`config.mk`:
```
export PLATFORM = sky130hd
export DESIGN_NAME = alarm_ctrl
export DESIGN_NICKNAME = d
export VERILOG_FILES = /design/src/rtl/alarm_ctrl.sv
export SDC_FILE = /design/constraint.sdc
export NUM_CORES = 1
export LEC_CHECK = 0
export ABC_AREA = 1
export CAP_MARGIN = 20
export CORE_ASPECT_RATIO = 1.4
export CORE_MARGIN = 2
export CORE_UTILIZATION = 50
export DETAILED_ROUTE_END_ITERATION = 10
export PLACE_DENSITY = 0.69
export SKIP_CTS_REPAIR_TIMING = 1
export SKIP_LAST_GASP = 1
export SYNTH_ARGS = -nofsm -noshare
export SYNTH_HDL_FRONTEND = slang
export SYNTH_SLANG_ARGS = --single-unit
```
`constraint.sdc`:
```
create_clock -name clk -period 8.05 [get_ports clk]
set_input_delay 1.2075 -clock clk [delete_from_list [all_inputs] [get_ports clk]]
set_output_delay 1.2075 -clock clk [all_outputs]
set_load 0.01 [all_outputs]
```
`src/rtl/alarm_ctrl.sv`:
```
// alarm_ctrl: multi-slot BCD alarm controller.
// Holds NUM_SLOTS programmable HHMM alarm times, watches the running-time bus
// for minute changes, arbitrates between matching slots and sequences the
// ring / snooze / dismiss lifecycle for the buzzer driver.
//
// Ports
//   clk          system clock, rising edge
//   rst          asynchronous reset, active low
//   in_time      current time, BCD HHMM
//   sec_tick     one-cycle pulse per second
//   wr_en        slot write strobe (wr_slot, wr_time, wr_enable qualify it)
//   snooze       one-cycle snooze request
//   dismiss      one-cycle dismiss request (beats snooze)
//   ring         alarm sounding
//   active_slot  slot owning the current event
//   snooze_count snoozes used in the current event
//   wr_err       one-cycle pulse: write rejected
//   missed       one-cycle pulse per dropped enabled match
//
// state  | meaning
// IDLE   | no event; waiting for a minute edge that matches an enabled slot
// RING   | ring asserted; counting sec_tick toward the ring timeout
// SNOOZE | ring silenced; waiting for in_time to reach snooze_time
module alarm_ctrl #(
  parameter int NUM_SLOTS  = 4,
  parameter int SNOOZE_MIN = 5,
  parameter int RING_SECS  = 60,
  parameter int MAX_SNOOZE = 3
) (
  input  logic        clk,
  input  logic        rst,
  input  logic [15:0] in_time,
  input  logic        sec_tick,
  input  logic        wr_en,
  input  logic [1:0]  wr_slot,
  input  logic [15:0] wr_time,
  input  logic        wr_enable,
  input  logic        snooze,
  input  logic        dismiss,
  output logic        ring,
  output logic [1:0]  active_slot,
  output logic [1:0]  snooze_count,
  output logic        wr_err,
  output logic        missed
);

  localparam int SEC_W = $clog2(RING_SECS + 1);

  typedef enum logic [1:0] {IDLE, RING, SNOOZE} state_t;

  state_t state, state_next;

  logic [15:0]          slot_time [NUM_SLOTS];
  logic [NUM_SLOTS-1:0] slot_en;
  logic [15:0]          prev_time;
  logic [15:0]          snooze_time, snooze_time_next;
  logic [SEC_W-1:0]     sec_cnt, sec_cnt_next;
  logic [1:0]           slot_next, count_next;
  logic [3:0]           miss_pending, miss_pending_next;
  logic                 missed_next;

  logic [NUM_SLOTS-1:0] match;
  logic [2:0]           match_cnt;
  logic                 win_found;
  logic [1:0]           win_idx;
  logic [2:0]           extra;
  logic [4:0]           miss_total;
  logic                 min_edge, wr_ok, cancel, timeout;

  function automatic logic bcd_valid(input logic [15:0] t);
    logic ok;
    ok = (t[15:12] <= 4'd2) && (t[11:8] <= 4'd9) &&
         (t[7:4] <= 4'd5) && (t[3:0] <= 4'd9);
    if (t[15:12] == 4'd2 && t[11:8] > 4'd3) ok = 1'b0;
    return ok;
  endfunction

  // HHMM + SNOOZE_MIN, done in binary then converted back to BCD.
  function automatic logic [15:0] bcd_add_snooze(input logic [15:0] t);
    logic [7:0] mins, hrs;
    mins = 8'(t[7:4]) * 8'd10 + 8'(t[3:0]) + 8'(SNOOZE_MIN);
    hrs  = 8'(t[15:12]) * 8'd10 + 8'(t[11:8]);
    if (mins >= 8'd60) begin
      mins = mins - 8'd60;
      hrs  = hrs + 8'd1;
    end
    if (hrs >= 8'd24) hrs = hrs - 8'd24;
    return {4'(hrs / 8'd10), 4'(hrs % 8'd10), 4'(mins / 8'd10), 4'(mins % 8'd10)};
  endfunction

  assign min_edge = (in_time != prev_time);
  assign wr_ok    = wr_en && ({1'b0, wr_slot} < 3'(NUM_SLOTS)) && bcd_valid(wr_time);
  assign cancel   = wr_ok && !wr_enable && (wr_slot == active_slot) && (state != IDLE);
  assign timeout  = sec_tick && (sec_cnt == SEC_W'(RING_SECS - 1));

  // Slot compare uses the registered slot contents, so a write in the same
  // cycle as a minute edge only affects the following cycles.
  always_comb begin
    match     = '0;
    match_cnt = '0;
    win_found = 1'b0;
    win_idx   = '0;
    for (int i = 0; i < NUM_SLOTS; i++) begin
      match[i] = slot_en[i] && (slot_time[i] == in_time);
      if (match[i]) begin
        match_cnt = match_cnt + 3'd1;
        if (!win_found) begin
          win_found = 1'b1;
          win_idx   = 2'(i);
        end
      end
    end
  end

  always_ff @(posedge clk or negedge rst) begin
    if (!rst) state <= IDLE;
    else      state <= state_next;
  end

  always_comb begin
    state_next       = state;
    slot_next        = active_slot;
    count_next       = snooze_count;
    sec_cnt_next     = sec_cnt;
    snooze_time_next = snooze_time;
    extra            = '0;
    case (state)
      IDLE: begin
        if (min_edge && win_found) begin
          state_next   = RING;
          slot_next    = win_idx;
          count_next   = '0;
          sec_cnt_next = '0;
          extra        = match_cnt - 3'd1;
        end
      end
      RING: begin
        if (min_edge) extra = match_cnt;
        if (sec_tick) sec_cnt_next = sec_cnt + SEC_W'(1);
        if (dismiss || cancel) begin
          state_next = IDLE;
        end else if (snooze) begin
          if (snooze_count < 2'(MAX_SNOOZE)) begin
            state_next       = SNOOZE;
            snooze_time_next = bcd_add_snooze(in_time);
            count_next       = snooze_count + 2'd1;
          end else begin
            state_next = IDLE;
          end
        end else if (timeout) begin
          state_next = IDLE;
        end
      end
      SNOOZE: begin
        if (min_edge) extra = match_cnt;
        if (dismiss || cancel) begin
          state_next = IDLE;
        end else if (min_edge && in_time == snooze_time) begin
          state_next   = RING;
          sec_cnt_next = '0;
        end
      end
      default: state_next = IDLE;
    endcase

    // Several misses can arrive on one edge; they are queued and emitted as
    // separate one-cycle pulses with a low cycle between them.
    miss_total  = 5'(miss_pending) + 5'(extra);
    missed_next = !missed && (miss_total != 5'd0);
    miss_total  = miss_total - 5'(missed_next);
    miss_pending_next = (miss_total > 5'd15) ? 4'd15 : miss_total[3:0];
  end

  always_ff @(posedge clk or negedge rst) begin
    if (!rst) begin
      for (int i = 0; i < NUM_SLOTS; i++) slot_time[i] <= '0;
      slot_en      <= '0;
      prev_time    <= '0;
      snooze_time  <= '0;
      sec_cnt      <= '0;
      miss_pending <= '0;
      ring         <= 1'b0;
      active_slot  <= '0;
      snooze_count <= '0;
      wr_err       <= 1'b0;
      missed       <= 1'b0;
    end else begin
      for (int i = 0; i < NUM_SLOTS; i++) begin
        if (wr_ok && wr_slot == 2'(i)) begin
          slot_time[i] <= wr_time;
          slot_en[i]   <= wr_enable;
        end
      end
      prev_time    <= in_time;
      snooze_time  <= snooze_time_next;
      sec_cnt      <= sec_cnt_next;
      miss_pending <= miss_pending_next;
      ring         <= (state_next == RING);
      active_slot  <= slot_next;
      snooze_count <= count_next;
      wr_err       <= wr_en && !wr_ok;
      missed       <= missed_next;
    end
  end

endmodule

```
==> images/congestion_map.png <==
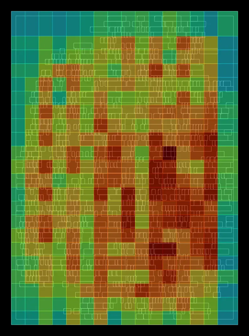
layer carrying the most global-route usage: met2
total global-route track usage: 27.5%
met1 GRT Util: 32.1%
Layout Utilization: 58.4%

==> images/util_map.png <==
11 x 16 tiles, from black (low) to pale yellow (high), 0 to 100% covered.
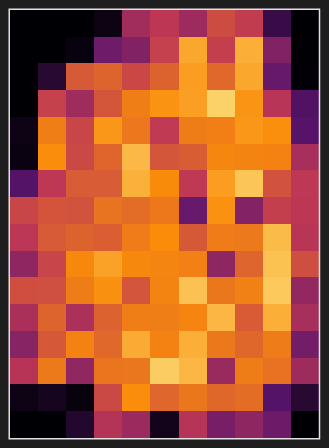
mean over tiles	53%
tiles over 75% full	17%
fullest tile	90%
emptiest ninth of the die	top left
nearly empty tiles	7.4%
core utilization before placement: 50.6%
CORE AREA: 0.0166 sq mm

==> results.txt <==
Numbers from the implementation run.

The worst endpoint required time is 8.39 ns. The area added between synthesis and finish is 15.5%. The flip-flop and latch area is about 0.0030 sq mm. The area fraction of the largest cell type after synthesis is 35.4%. The met3 layer wire length in the routed design is 1200 um.

The mean routed wirelength per cell is between 15 and 20 um. The clock root buffer master is clkbuf_16. For this block, the initial DRC count from the detailed router was between 600 and 700. In the final run the clock tree shows a worst skew of between 0.01 and 0.015 ns.

The total number of H-tree levels is 4. The number of instances on the worst hold path is 1. The final period utilization is roughly four fifths. For reference, the top cells by area after synthesis are dfrtp_1, nand2_1, inv_1. Setup repair after global routing left no endpoint under its margin. The maximum buffer depth of the clock tree is 2.

The instance area after placement is 0.00910 sq mm. The cell class contributing the biggest share of worst-path delay is simple AND/OR/NAND/NOR gates. The start of the worst register-to-register path is slot_time[20]$_DFFE_PN0P_. Multi-input gates account for roughly 48% of the area. met2 track demand over resource after global routing is 48.2%. Counting cells, the worst reg-to-reg path comes to 24. In the final layout, the multi-input gates occupy between 0.004 and 0.005 sq mm. The post-synthesis cell area is 0.00840 sq mm. Among the stages of the critical path, the cell type that occurs most often is nand2_1. At the end of routability-driven placement, the weighted congestion stood at around 0.96. The flow ran to the end, and the final reports show no timing, DRC or antenna violations.

Summing internal, switching and leakage power gives about 2800 uW. The number of detailed-routing iterations run before antenna repair is 5. The static leakage is ~0.005 uW. The combinational share of power is a little under half. In this run the horizontal extent of the chip is around 110 um. The total net switching power is 1170 uW. The net count after synthesis is roughly 1,200. The end point of the critical path is snooze_time[2]$_DFFE_PN0P_. The clock-pin slew of the registers on the worst-case setup and hold paths is ~0.06 ns.

The sum of buffers and inverters on the critical path is 5. The critical-path maximum fanout is 16. After detailed routing, the wire length on met1 is a little over 9000 um. Yosys printed 0 warnings.

In the detailed route, the total length drawn on met2 is approximately 12,000 um. The number of antenna violations at the first check in global routing is 0. According to the floorplan report, the die height is approximately 160 um. The most flop-heavy register is slot_time. The internal power is 1590 uW. The number of buffers outside the clock class in the layout is 58. Global routing finished with a remaining overflow of 0.
==> images/class_map.png <==
The bar under the picture is 20 um long. Fill, decap, tap and diode cells in gray.
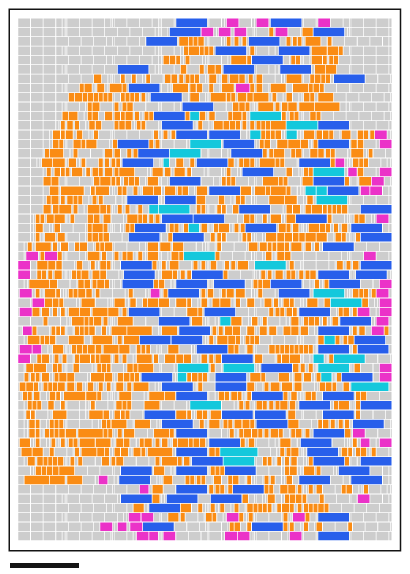
color	class	cells	share of their area
magenta	remaining buffers and delay cells	58	5.9%
blue	registers	119	32%
cyan	clock drivers and dummy loads	32	6.3%
orange	remaining logic cells	989	56%
floorplan row count: 56
post-route design area: 0.00970 sq mm
sequential cell area share: 30.7%

## cell usage in the layout (no fill, tap or decap), types with 28 or more instances in the layout
cell	instances
nor2_1	99
a21oi_1	28
xnor2_1	28
nand2_1	249
nand3_1	64
clkdlybuf4s50_1	46
xor2_1	34
nand2_2	34
dfrtp_1	119
ha_1	41
o21ai_0	74
inv_1	155
## kinds of logic (layout without fill, tap and decap cells)
| group | Yosys count | after routing | synth area share, % |
|---|---|---|---|
| simple gates | 544 | 544 | 29.8 |
| compound gates | 156 | 156 | 11.2 |
| flops | 119 | 119 | 35.4 |
| fa+ha+maj | 46 | 46 | 7.30 |
| mux | 2 | 2 | 0.238 |
| xor+xnor | 63 | 63 | 6.66 |
| buf+inv | 203 | 268 | 9.32 |
Power is estimated from default activity; no workload was simulated.
